===== config.mk =====
export PLATFORM = sky130hd
export DESIGN_NAME = pcg_flat
export DESIGN_NICKNAME = d
export VERILOG_FILES = /design/src/rtl/pcg_if.sv /design/src/rtl/pcg.sv /design/src/flat_wrapper.sv
export SDC_FILE = /design/constraint.sdc
export NUM_CORES = 1
export LEC_CHECK = 0
export CORE_MARGIN = 1.5
export CORE_UTILIZATION = 43
export DETAILED_ROUTE_END_ITERATION = 7
export PLACE_DENSITY = 0.82
export SETUP_SLACK_MARGIN = 0.05
export SLEW_MARGIN = 20
export SYNTH_ARGS = -nofsm -noshare
export SYNTH_HDL_FRONTEND = slang
export SYNTH_SLANG_ARGS = --single-unit

===== constraint.sdc =====
create_clock -name clk -period 2.9 [get_ports clk]
set_clock_uncertainty 0.1 [all_clocks]
set_input_delay 0.58 -clock clk [delete_from_list [all_inputs] [get_ports clk]]
set_output_delay 0.58 -clock clk [all_outputs]
set_load 0.02 [all_outputs]

===== src/rtl/pcg_if.sv =====
// Shared types for the PC generator and a generic AXI-Stream interface.
// The fetch beat carries the PC plus the prediction made for it.
package pcg_pkg;
  localparam int XLEN = 32;

  typedef struct packed {
    logic [XLEN-1:0] pc;
    logic            pred_taken;
    logic [XLEN-1:0] pred_target;
    logic [1:0]      rsvd;
  } pcgif_tdata_t;
endpackage

interface axis_if #(parameter int TDATA_WIDTH = 8);
  logic                   tvalid;
  logic                   tready;
  logic [TDATA_WIDTH-1:0] tdata;

  modport m (output tvalid, output tdata, input tready);
  modport s (input tvalid, input tdata, output tready);
endinterface


===== src/rtl/pcg.sv =====
// Program Counter Generator: sequential fetch PC stream with redirect, halt and
// an optional direct-mapped BTB enabled by the PCG_BTB_EN macro.
module pcg
  import pcg_pkg::*;
#(
  parameter logic [XLEN-1:0] RESET_VECTOR = '0,
  parameter int              BTB_ENTRIES  = 16
) (
  input  logic            clk,
  input  logic            rst,
  axis_if.m               pcgif_axis_if,
  input  logic            redirect_valid,
  input  logic [XLEN-1:0] redirect_pc,
  output logic            invalidate,
  input  logic            halt_req,
  output logic            halted
`ifdef PCG_BTB_EN
  ,
  input  logic            btb_upd_valid,
  input  logic [XLEN-1:0] btb_upd_pc,
  input  logic [XLEN-1:0] btb_upd_target
`endif
);

  typedef enum logic [1:0] {BOOT, RUN, HALTED} state_t;

  state_t          state;
  logic [XLEN-1:0] pc_q;
  logic            halted_q;
  logic [XLEN-1:0] redir_pc;
  logic [XLEN-1:0] seq_pc;
  logic [XLEN-1:0] next_pc;
  logic            pred_taken;
  logic [XLEN-1:0] pred_target;
  logic            tvalid;
  logic            hs;
  pcgif_tdata_t    td;
  logic            unused_bits;

  assign redir_pc = {redirect_pc[XLEN-1:2], 2'b00};
  assign seq_pc   = pc_q + XLEN'(4);

  // A redirect masks tvalid so it can never coincide with a handshake.
  assign tvalid     = (state == RUN) && !redirect_valid;
  assign hs         = tvalid && pcgif_axis_if.tready;
  assign invalidate = redirect_valid && !rst;
  assign halted     = halted_q;

`ifdef PCG_BTB_EN
  localparam int IDX_W = $clog2(BTB_ENTRIES);
  localparam int TAG_W = XLEN - 2 - IDX_W;

  logic [BTB_ENTRIES-1:0] btb_vld;
  logic [TAG_W-1:0]       btb_tag [BTB_ENTRIES];
  logic [XLEN-1:0]        btb_tgt [BTB_ENTRIES];
  logic [IDX_W-1:0]       lk_idx, up_idx;
  logic                   btb_hit;

  assign lk_idx  = pc_q[2 +: IDX_W];
  assign up_idx  = btb_upd_pc[2 +: IDX_W];
  assign btb_hit = btb_vld[lk_idx] && (btb_tag[lk_idx] == pc_q[XLEN-1 -: TAG_W]);

  assign pred_taken  = btb_hit;
  assign pred_target = btb_hit ? btb_tgt[lk_idx] : seq_pc;
  assign unused_bits = ^{redirect_pc[1:0], btb_upd_pc[1:0]};

  // Updates land at the edge, so a same-cycle lookup still sees the old entry.
  always_ff @(posedge clk or posedge rst) begin
    if (rst) begin
      btb_vld <= '0;
      for (int i = 0; i < BTB_ENTRIES; i++) begin
        btb_tag[i] <= '0;
        btb_tgt[i] <= '0;
      end
    end else if (btb_upd_valid) begin
      btb_vld[up_idx] <= 1'b1;
      btb_tag[up_idx] <= btb_upd_pc[XLEN-1 -: TAG_W];
      btb_tgt[up_idx] <= btb_upd_target;
    end
  end
`else
  assign pred_taken  = 1'b0;
  assign pred_target = seq_pc;
  assign unused_bits = ^redirect_pc[1:0];
`endif

  assign next_pc = pred_taken ? pred_target : seq_pc;

  always_comb begin
    td             = '0;
    td.pc          = pc_q;
    td.pred_taken  = pred_taken;
    td.pred_target = pred_target;
  end

  assign pcgif_axis_if.tvalid = tvalid;
  assign pcgif_axis_if.tdata  = td;

  always_ff @(posedge clk or posedge rst) begin
    if (rst) begin
      state    <= BOOT;
      pc_q     <= RESET_VECTOR;
      halted_q <= 1'b0;
    end else begin
      case (state)
        BOOT: begin
          state <= RUN;
          if (redirect_valid) pc_q <= redir_pc;
        end
        RUN: begin
          if (redirect_valid) pc_q <= redir_pc;
          else if (hs)        pc_q <= next_pc;
          // Halt only once no beat is left hanging on the bus.
          if (halt_req && (!tvalid || hs)) begin
            state    <= HALTED;
            halted_q <= 1'b1;
          end
        end
        HALTED: begin
          if (redirect_valid) pc_q <= redir_pc;
          if (!halt_req) begin
            state    <= RUN;
            halted_q <= 1'b0;
          end
        end
        default: begin
          state    <= BOOT;
          halted_q <= 1'b0;
        end
      endcase
    end
  end

endmodule


===== src/flat_wrapper.sv =====
// flat-port wrapper written by rule: the top's interface ports become plain ports
module pcg_flat import pcg_pkg::*;
#(
  parameter logic [XLEN-1:0] RESET_VECTOR = '0,
  parameter int              BTB_ENTRIES  = 16
)
  (clk, rst, redirect_valid, redirect_pc, invalidate, halt_req, halted, pcgif_axis_if_tvalid, pcgif_axis_if_tdata, pcgif_axis_if_tready);
  axis_if #(.TDATA_WIDTH($bits(pcgif_tdata_t))) pcgif_axis_if_i ();
  input  logic clk;
  input  logic rst;
  input  logic redirect_valid;
  input  logic [XLEN-1:0] redirect_pc;
  output logic invalidate;
  input  logic halt_req;
  output logic halted;
  output wire logic [$bits(pcgif_axis_if_i.tvalid)-1:0] pcgif_axis_if_tvalid;
  output wire logic [$bits(pcgif_axis_if_i.tdata)-1:0] pcgif_axis_if_tdata;
  input wire logic [$bits(pcgif_axis_if_i.tready)-1:0] pcgif_axis_if_tready;
  assign pcgif_axis_if_tvalid = pcgif_axis_if_i.tvalid;
  assign pcgif_axis_if_tdata = pcgif_axis_if_i.tdata;
  assign pcgif_axis_if_i.tready = pcgif_axis_if_tready;
  pcg #(.RESET_VECTOR(RESET_VECTOR), .BTB_ENTRIES(BTB_ENTRIES)) u_core (.clk(clk), .rst(rst), .pcgif_axis_if(pcgif_axis_if_i), .redirect_valid(redirect_valid), .redirect_pc(redirect_pc), .invalidate(invalidate), .halt_req(halt_req), .halted(halted));
endmodule

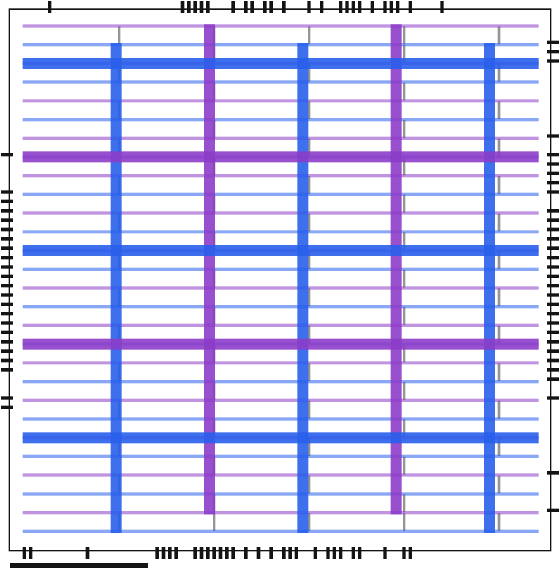
Fig. 1. PDN straps and rails (run 1).
Scale bar: 20 um. Pins as bars on the die edge. Tap cells in grey.
[VDD] purple
[VSS] blue
tap cells: 72
rows: 27
met4 straps: 5
met5 straps: 5

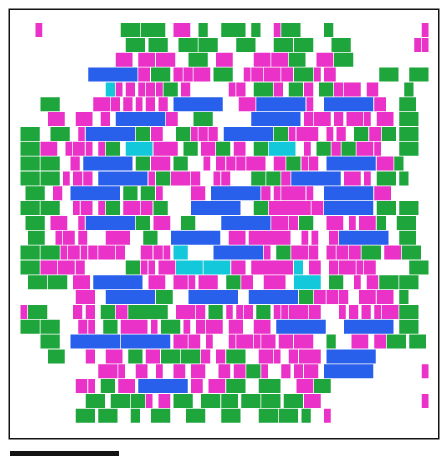
Fig. 2. Cell classes on the final placement (run 1).
Scale bar: 20 um.
[clock drivers and dummy loads] cyan | cells: 8
[flops] blue | cells: 33
[all other logic] magenta | cells: 246
[other buffers and delay cells] green | cells: 140
Final Cell Area: 0.00380 mm2
final core utilization: 0.691
flop share of the area: 0.217
row cnt: 27
Core Area: 0.00551 mm2

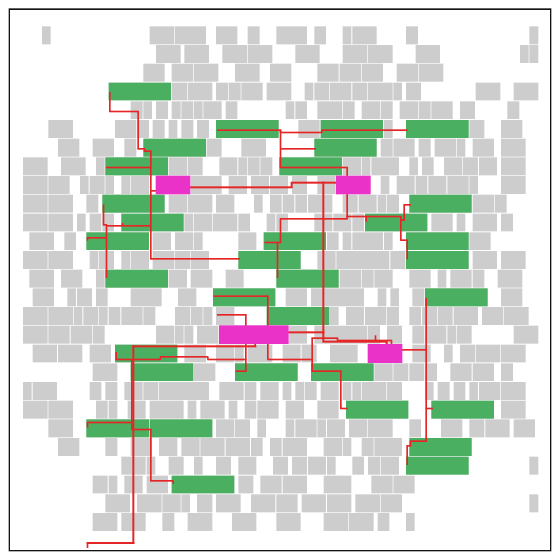
Fig. 3. Routed clock nets over the placement (run 1).
[flip-flops] green | count: 33
[cells driving clock nets] magenta | count: 5
[clock wires] red | length: 462 um
routed clock nets: 6
Clk pwr share: 0.096
Late-Pin Clk Latency: 0.29 ns

==> impl_metrics.json, run 1 <==
{
  "r2r_cells": 6,
  "io_pins": 107,
  "die-width_um": 78.5,
  "postPlaceCellArea_mm2": 0.00374,
  "cts_buffers": 5,
  "cp_max_fo": 3,
  "drt-met1-wl_um": 3220,
  "comb_area_share": 0.404,
  "flop-count": 33,
  "rsz0062_at_grt": "yes",
  "power_leader": "combinational cells",
  "ir_drop_mv": 0.582,
  "hpwl_um": 5520,
  "final_hold_viol_count": 0,
  "tritoncts": "done",
  "comb_area_mm2": 0.00154,
  "gr-max-usage-layer": "met2",
  "ys_seq_frac": 0.337,
  "track_usage": 0.253,
  "drt-wirelength-per-cell_um": 15.5,
  "synth_cell_types": 49,
  "cts_buffer_depth": 2,
  "first_global_vias": 2722,
  "p_seq_mw": 0.831,
  "dominant-cell-class": "logic gates",
  "ys_area_mm2": 0.00245,
  "pg_clk_mw": 0.350,
  "pg_comb_mw": 2.45,
  "drt_drc_violations_left": 0,
  "pre_cts_ws_ns": 0.0158,
  "hp-class": "reg2reg",
  "clkTransAtPathRegs_ns": 0.08,
  "top_layer": "met4",
  "synth_warnings": 0,
  "drive_gt1_frac": 0.190,
  "drv_slew": 0,
  "largest_area_cell": "dfrtp_1",
  "grtUsageMet1": 0.313,
  "ys_sh_xor": 0.100,
  "area_share_nonclk_buffers": 0.328,
  "cp.depth": 5,
  "status": "completed",
  "use_met2": 0.438,
  "vias": 2790,
  "path_cells": "nand4_1 > or4_4 > nor4_4 > xor2_1 > clkdlybuf4s15_2",
  "holdPathEnd": "u_core.halted",
  "grt_max_degree": 60,
  "clkbuf_count": 5,
  "globalRoute.totalOverflow": 0,
  "p_per_area_mw_per_mm2": 954,
  "r2r_setup_slack_ns": 0.76,
  "fin_crit_ns": 2.87,
  "start_kind": "flop",
  "cp.arrival_ns": 2.19,
  "comb_cells": 241,
  "syn_inst": 301,
  "final_cell_mix": "clkdlybuf4s50_1 (74), buf_4 (42), nand2_1 (40), dfrtp_1 (33), a21oi_1 (29)",
  "syn_to_final_growth_pct": 55.3,
  "flop_cell": "dfrtp_1",
  "worstSetupStartpoint": "u_core.pc_q[21]",
  "area_leaders": "dfrtp_1 (34%), xnor2_1 (7.9%), a21oi_1 (6.1%), nand2_1 (6.1%), a2bb2oi_1 (4.3%)",
  "clkCellAreaFrac": 0.0227,
  "gp_congestion": 0.842,
  "adder_share": 0.00511,
  "die-area_mm2": 0.00616,
  "n_all_buffers": 140,
  "edf_count": 0,
  "setup_violations": 0,
  "hold_depth": 2,
  "syn_area_per_cell_um2": 8.14,
  "aoi_share": 0.242,
  "cp.required_ns": 2.22,
  "r2r-start": "u_core.pc_q[21]",
  "hold_ws_ns": 0.482,
  "cpLargestDelayFamily": "simple AND/OR/NAND/NOR gates",
  "period_used_share": 0.991,
  "cts_hold_buf": 0,
  "n_all_inverters": 5
}
## run 1: what timing repair did
action,4_1_cts,5_1_grt
pin swaps,1,2
gates resized,35,28
endpoints found under the hold margin,0,0
setup endpoints to repair,21,14
setup buffers,1,0
gates cloned,0,0
## run 1: registers in the layout (all words and copies together) (netlist names)
name	flops
u_core.pc_q	30
u_core.state	2
u_core.halted	1
## run 1: Yosys cell counts, types with 3 or more instances
cell type  instances
mux2i_1            3
nor2_1            19
a21oi_1           30
a31oi_1            4
and3_1             5
xor2_1             6
o21ai_0            8
nand2b_1           4
nor3_1             4
clkbuf_1          18
dfrtp_1           33
nand3_1           17
xnor2_1           22
a22oi_1            3
nand2_1           40
o22a_1             3
inv_1              5
buf_4              7
nand4_1            6
o22ai_1           15
a2bb2oi_1         12
==> run 2: changes to the inputs <==
--- a/config.mk
+++ b/config.mk
@@ -5,6 +5,7 @@
 export SDC_FILE = /design/constraint.sdc
 export NUM_CORES = 1
 export LEC_CHECK = 0
+export ABC_CLOCK_PERIOD_IN_PS = 2900
 export CORE_MARGIN = 1.5
 export CORE_UTILIZATION = 43
 export DETAILED_ROUTE_END_ITERATION = 7
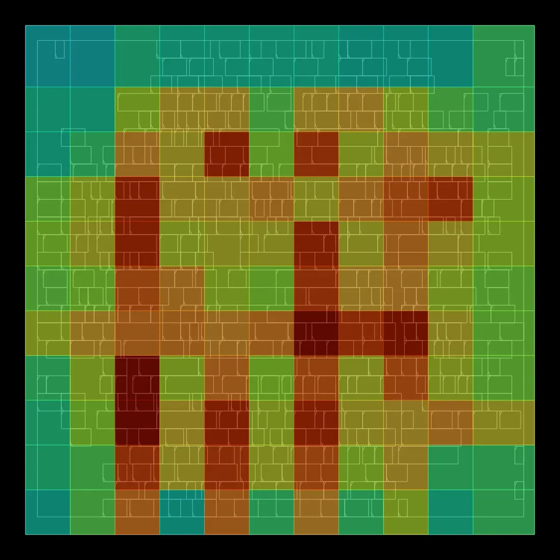
Fig. 4. Congestion heat map (run 2).
M1 GR Usage: 0.313
met3 global-route usage: 0.0570
gr busiest metal: met2
WL/cell: 15.5 um

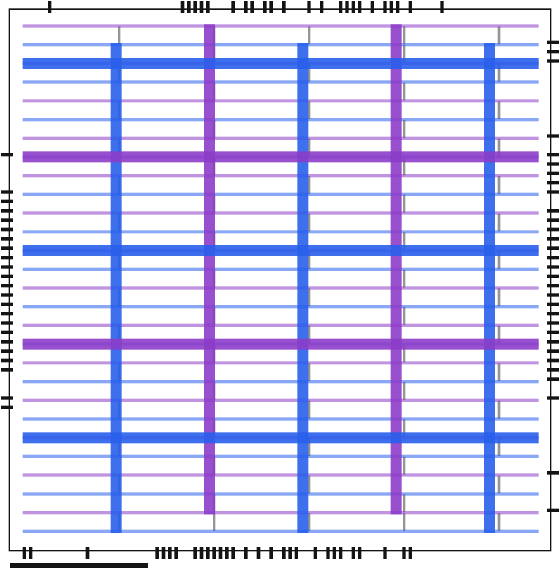
Fig. 5. PDN straps and rails (run 2).
Scale bar: 20 um. Pins as bars on the die edge. Tap cells in grey.
die y size: 78.5 um
largest vdd supply drop: 0.582 mV
Chip Width: 78.5 um

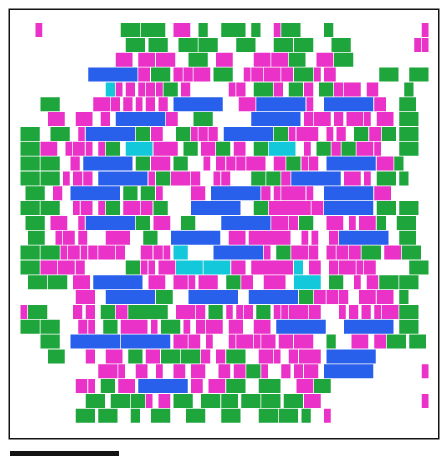
Fig. 6. Cell classes on the final placement (run 2).
Scale bar: 20 um.
[other buffers and delay cells] green | cells: 140
[flops] blue | cells: 33
[all other logic] magenta | cells: 246
[clock drivers and dummy loads] cyan | cells: 8

==> run 2 against run 1 <==
Compared with the run above:
- power unchanged
- worst setup slack unchanged
- global-route usage unchanged
- routed wire length unchanged
- sequential power barely moved
- critical path depth is the same
- core utilization is the same
- via count unchanged
- highest routed layer unchanged
==> impl_metrics.json, run 2 <==
{
  "cts_setup_buffers": 1,
  "hp-class": "reg2reg",
  "final_hold_viol_count": 0,
  "comb_area_mm2": 0.00154,
  "fin_area_mm2": 0.00380,
  "synth_flops": 33,
  "syn_inst": 301,
  "stdcell_count": 499,
  "pg_comb_mw": 2.45,
  "fin_util": 0.691,
  "final_cell_mix": "clkdlybuf4s50_1 (74), buf_4 (42), nand2_1 (40), dfrtp_1 (33), a21oi_1 (29)",
  "antenna_left": 0,
  "clkTransAtPathRegs_ns": 0.08,
  "syn_to_final_growth_pct": 55.3,
  "r2r_setup_slack_ns": 0.76,
  "fin_crit_ns": 2.87,
  "dr.pass1.iters": 4,
  "edf_count": 0,
  "seqCellArea_um2": 826,
  "path_cells": "nand4_1 > or4_4 > nor4_4 > xor2_1 > clkdlybuf4s15_2",
  "hpwl_um": 5520,
  "internal_power_mw": 1.95,
  "synthTopCellsByCount": "nand2_1 (40), dfrtp_1 (33), a21oi_1 (30)",
  "p_per_area_mw_per_mm2": 954,
  "hold_ws_ns": 0.482,
  "cpLargestDelayFamily": "simple AND/OR/NAND/NOR gates",
  "worst_path_largest_cell_delay_ns": 0.53,
  "rr_endpoint": "u_core.pc_q[31]",
  "hold_depth": 2,
  "rsz0062_at_grt": "yes",
  "power_leader": "combinational cells",
  "numPortBuffers": 97,
  "antenna_cells": 0,
  "n_fill_cell": 452,
  "coreArea_mm2": 0.00551,
  "track_usage": 0.253,
  "syn_area_mm2": 0.00245,
  "maxCapViolCount": 0,
  "drv_slew": 0,
  "flop_cell": "dfrtp_1",
  "p_comb_frac": 0.675,
  "regMostFlops": "u_core.pc_q",
  "warning_count": 29,
  "yosys.area.top_type_share": 0.337,
  "cp-endpoint": "pcgif_axis_if_tdata[32]",
  "die-area_mm2": 0.00616,
  "cts_hold_buf": 0,
  "synth_cell_types": 49,
  "wl_um": 7720,
  "ys_area_mm2": 0.00245,
  "worstSetupStartpoint": "u_core.pc_q[21]",
  "drive_gt1_frac": 0.190,
  "holdPathEnd": "u_core.halted",
  "swShare": 0.463,
  "clk_latency_ns": 0.29,
  "power_mw": 3.63,
  "start_kind": "flop",
  "tns_ns": 0,
  "core.rowCount": 27,
  "cts_resized": 35,
  "r2r-start": "u_core.pc_q[21]",
  "crit_buf_inv": 1,
  "vias": 2790,
  "slowest_stage": "or4_4",
  "end_kind": "output pin",
  "gp_congestion": 0.842,
  "synth_warnings": 0,
  "cts_buffer_depth": 2,
  "dpl.cell_count": 490,
  "drt-met1-wl_um": 3220,
  "wl_met3_um": 493,
  "seq_power_share": 0.229,
  "final_common_cell": "clkdlybuf4s50_1",
  "fin_nets": 464,
  "ys_cells": 301,
  "status": "completed",
  "ys_seq_frac": 0.337,
  "area_leaders": "dfrtp_1 (34%), xnor2_1 (7.9%), a21oi_1 (6.1%), nand2_1 (6.1%), a2bb2oi_1 (4.3%)",
  "fin_ws_ns": 0.0256,
  "p_seq_mw": 0.831,
  "pwr-share-clk": 0.096,
  "period_used_share": 0.991,
  "fmaxAchievable_mhz": 348,
  "largest_area_cell": "dfrtp_1",
  "critPathKind": "reg2out",
  "wl_met2_um": 3850,
  "cts_sinks": 33,
  "top_layer": "met4",
  "cp_max_fo": 3,
  "drt_iter0_drc": 161,
  "cp.required_ns": 2.22,
  "first_global_vias": 2722,
  "top_cell": "nand2_1",
  "largest_reg_flops": 30,
  "p_leak_nw": 1.60,
  "setup_violations": 0,
  "cts_buffers": 5,
  "via_per_inst": 5.59,
  "io_pins": 107,
  "r2r_cells": 6,
  "pre_cts_ws_ns": 0.0158,
  "htree_levels": 2,
  "drt_drc_violations_left": 0,
  "cp.depth": 5,
  "cp.arrival_ns": 2.19,
  "postPlaceCellArea_mm2": 0.00374,
  "grt_pass1_wl_um": 12500,
  "grt_max_degree": 60,
  "hold_path.startpoint": "u_core.halted",
  "floorplan.core_util": 0.445,
  "syn_area_per_cell_um2": 8.14,
  "tritoncts": "done",
  "synthArstFlopShare": 1.00,
  "grt_antenna_before_repair": 0,
  "pg_clk_mw": 0.350,
  "p_sw_mw": 1.68,
  "clockRootBuffer": "clkbuf_8",
  "globalRoute.totalOverflow": 0
}
-- run 2: cell counts after synthesis --
Identical to the previous run, type by type.
-- run 2: logic make-up after synthesis --
group | after synthesis | synth area share
buf+inv | 33 | 0.0623
xor+xnor | 28 | 0.100
flops | 33 | 0.337
mux | 4 | 0.0169
simple gates | 110 | 0.235
fa+ha+maj | 1 | 0.00511
other cells | 1 | 0.00153
compound gates | 91 | 0.242
-- run 2: cell type report --
type	instances	area share
clock buffer	5	0.0181
clock inverter	3	0.00460
inverter	5	0.00493
multi-input combinational	241	0.404
sequential	33	0.217
tap	72	0.0237
timing repair buffer	140	0.328
-- run 2: layer usage --
layer,vias to the layer above,GRT usage
li1,1334,-
met1,1318,0.313
met2,122,0.438
met3,16,0.0570
met4,0,0.0750
met5,-,0
==> run 3: changes to the inputs <==
--- a/config.mk
+++ b/config.mk
@@ -5,11 +5,11 @@
 export SDC_FILE = /design/constraint.sdc
 export NUM_CORES = 1
 export LEC_CHECK = 0
-export ABC_CLOCK_PERIOD_IN_PS = 2900
+export ABC_CLOCK_PERIOD_IN_PS = 2300
 export CORE_MARGIN = 1.5
-export CORE_UTILIZATION = 43
+export CORE_UTILIZATION = 39
 export DETAILED_ROUTE_END_ITERATION = 7
-export PLACE_DENSITY = 0.82
+export PLACE_DENSITY = 0.78
 export SETUP_SLACK_MARGIN = 0.05
 export SLEW_MARGIN = 20
 export SYNTH_ARGS = -nofsm -noshare
==> constraint.sdc (replaced) <==
create_clock -name clk -period 2.3 [get_ports clk]
set_clock_uncertainty 0.1 [all_clocks]
set_input_delay 0.46 -clock clk [delete_from_list [all_inputs] [get_ports clk]]
set_output_delay 0.46 -clock clk [all_outputs]
set_load 0.02 [all_outputs]
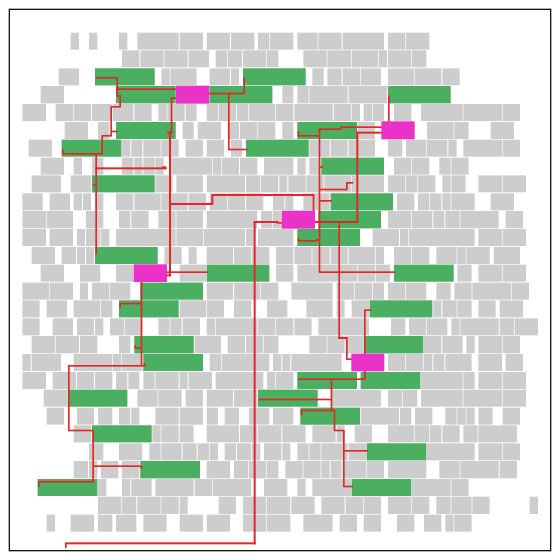
Fig. 7. Routed clock nets over the placement (run 3).
[clock wires] red | length: 489 um
[flip-flops] green | count: 33
[cells driving clock nets] magenta | count: 5
routed clock nets: 6

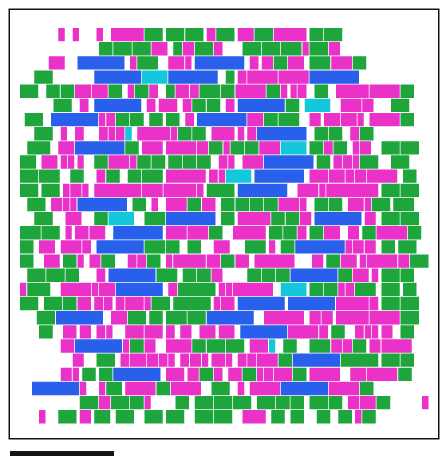
Fig. 8. Cell classes on the final placement (run 3).
Scale bar: 20 um.
Final Cell Area: 0.00479 mm2
Core Area: 0.00599 mm2
row cnt: 28
flop share of the area: 0.176

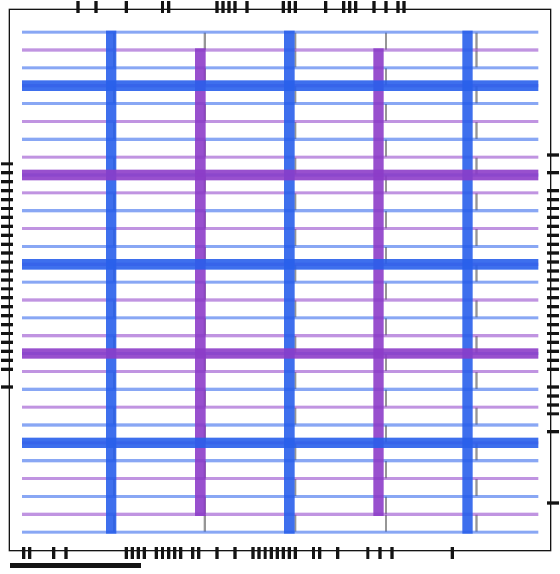
Fig. 9. PDN straps and rails (run 3).
Scale bar: 20 um. Pins as bars on the die edge. Tap cells in grey.
[VSS] blue
[VDD] purple
met1 rails: 29
rows: 28
met5 straps: 5
signal pins: 107
met4 straps: 5

==> run 3 against run 2 <==
Compared with the run above:
- the run now ends with setup timing left
- critical path type unchanged
- largest cell class unchanged
- clock power rose by 32%
- largest power group unchanged
- worst setup slack worse by 0.44 ns
- combinational power rose by 61%
- highest routed layer unchanged
==> impl_metrics.json, run 3 <==
{
  "synthTopCellsByCount": "nand2_1 (40), dfrtp_1 (33), a21oi_1 (30)",
  "final_hold_viol_count": 0,
  "cp.depth": 5,
  "drv_slew": 0,
  "swShare": 0.460,
  "vias": 3268,
  "p_comb_frac": 0.724,
  "tns_ns": -3.73,
  "drt_drc_violations_left": 0,
  "seqCellArea_um2": 842,
  "grt_max_degree": 38,
  "largest_reg_flops": 30,
  "postPlaceCellArea_mm2": 0.00413,
  "p_sw_mw": 2.50,
  "stdcell_count": 569,
  "dpl.cell_count": 519,
  "ys_sh_xor": 0.100,
  "fmaxAchievable_mhz": 369,
  "comb_area_share": 0.399,
  "largest_area_cell": "dfrtp_1",
  "pre_cts_ws_ns": -0.412,
  "end_kind": "output pin",
  "p_per_area_mw_per_mm2": 1140,
  "logic_family": "AND-OR/OR-AND gates",
  "floorplan.core_util": 0.409,
  "crit_buf_inv": 1,
  "n_fill_cell": 355,
  "clkCellAreaFrac": 0.0188,
  "dominant-cell-class": "logic gates",
  "syn_inst": 301,
  "clockRootBuffer": "clkbuf_8",
  "htree_levels": 2,
  "yosys.area.top_type_share": 0.337,
  "first_global_vias": 2794,
  "fp.dieH_um": 82.3,
  "cts_sinks": 33,
  "violations": "setup timing",
  "comb_cells": 241,
  "ir_drop_mv": 0.947,
  "slowest_stage": "or4_4",
  "cts_buffers": 5,
  "setup_violations": 19,
  "worst_path_largest_cell_delay_ns": 0.53,
  "status": "finished, violations left",
  "cts_buffer_depth": 2,
  "grt_antenna_before_repair": 0,
  "hpwl_um": 6210,
  "fin_nets": 531,
  "pwr-share-clk": 0.085,
  "cts_resized": 160,
  "track_usage": 0.270,
  "synth_cell_types": 49,
  "wl_met2_um": 5250,
  "antenna_left": 0,
  "drive_gt1_frac": 0.435,
  "pg_clk_mw": 0.463,
  "p_leak_nw": 2.13,
  "top_cell": "nand2_1",
  "wl_um": 10400,
  "gp_congestion": 0.885,
  "comb_area_mm2": 0.00191,
  "drt_iter0_drc": 357,
  "p_seq_mw": 1.04,
  "drt-wirelength-per-cell_um": 18.2,
  "drt-met1-wl_um": 4040,
  "fin_util": 0.799,
  "numPortBuffers": 97,
  "clkTransAtPathRegs_ns": 0.07,
  "dr.pass1.iters": 5,
  "start_kind": "flop",
  "flop_cell": "dfrtp_1",
  "edf_count": 0,
  "fin_ws_ns": -0.409,
  "seq_power_share": 0.190,
  "clk_latency_ns": 0.30,
  "internal_power_mw": 2.93,
  "nWellTaps": 75,
  "hold_ws_ns": 0.477,
  "power_mw": 5.44
}
==> run 3: cell counts after synthesis <==
No cell type changed its count.
==> run 3: routing by layer <==
layer	up-vias	track usage
met3	35	0.0560
li1	1469	-
met2	179	0.453
met4	0	0.103
met1	1585	0.340
met5	-	0
==> run 3: final timing paths <==
check	endpoint	slack [ns]	startpoint
max in group asynchronous	u_core.pc_q[22]	1.26	rst
worst min-delay path	u_core.halted	0.48	u_core.halted
min in group asynchronous	u_core.pc_q[31]	0.49	rst
worst max register to register	u_core.pc_q[29]	-0.19	u_core.pc_q[13]
worst min register to register	u_core.halted	0.48	u_core.halted
worst max-delay path	pcgif_axis_if_tdata[32]	-0.41	u_core.pc_q[20]
Power figures rest on the tool's default switching activity, not on a simulated workload.
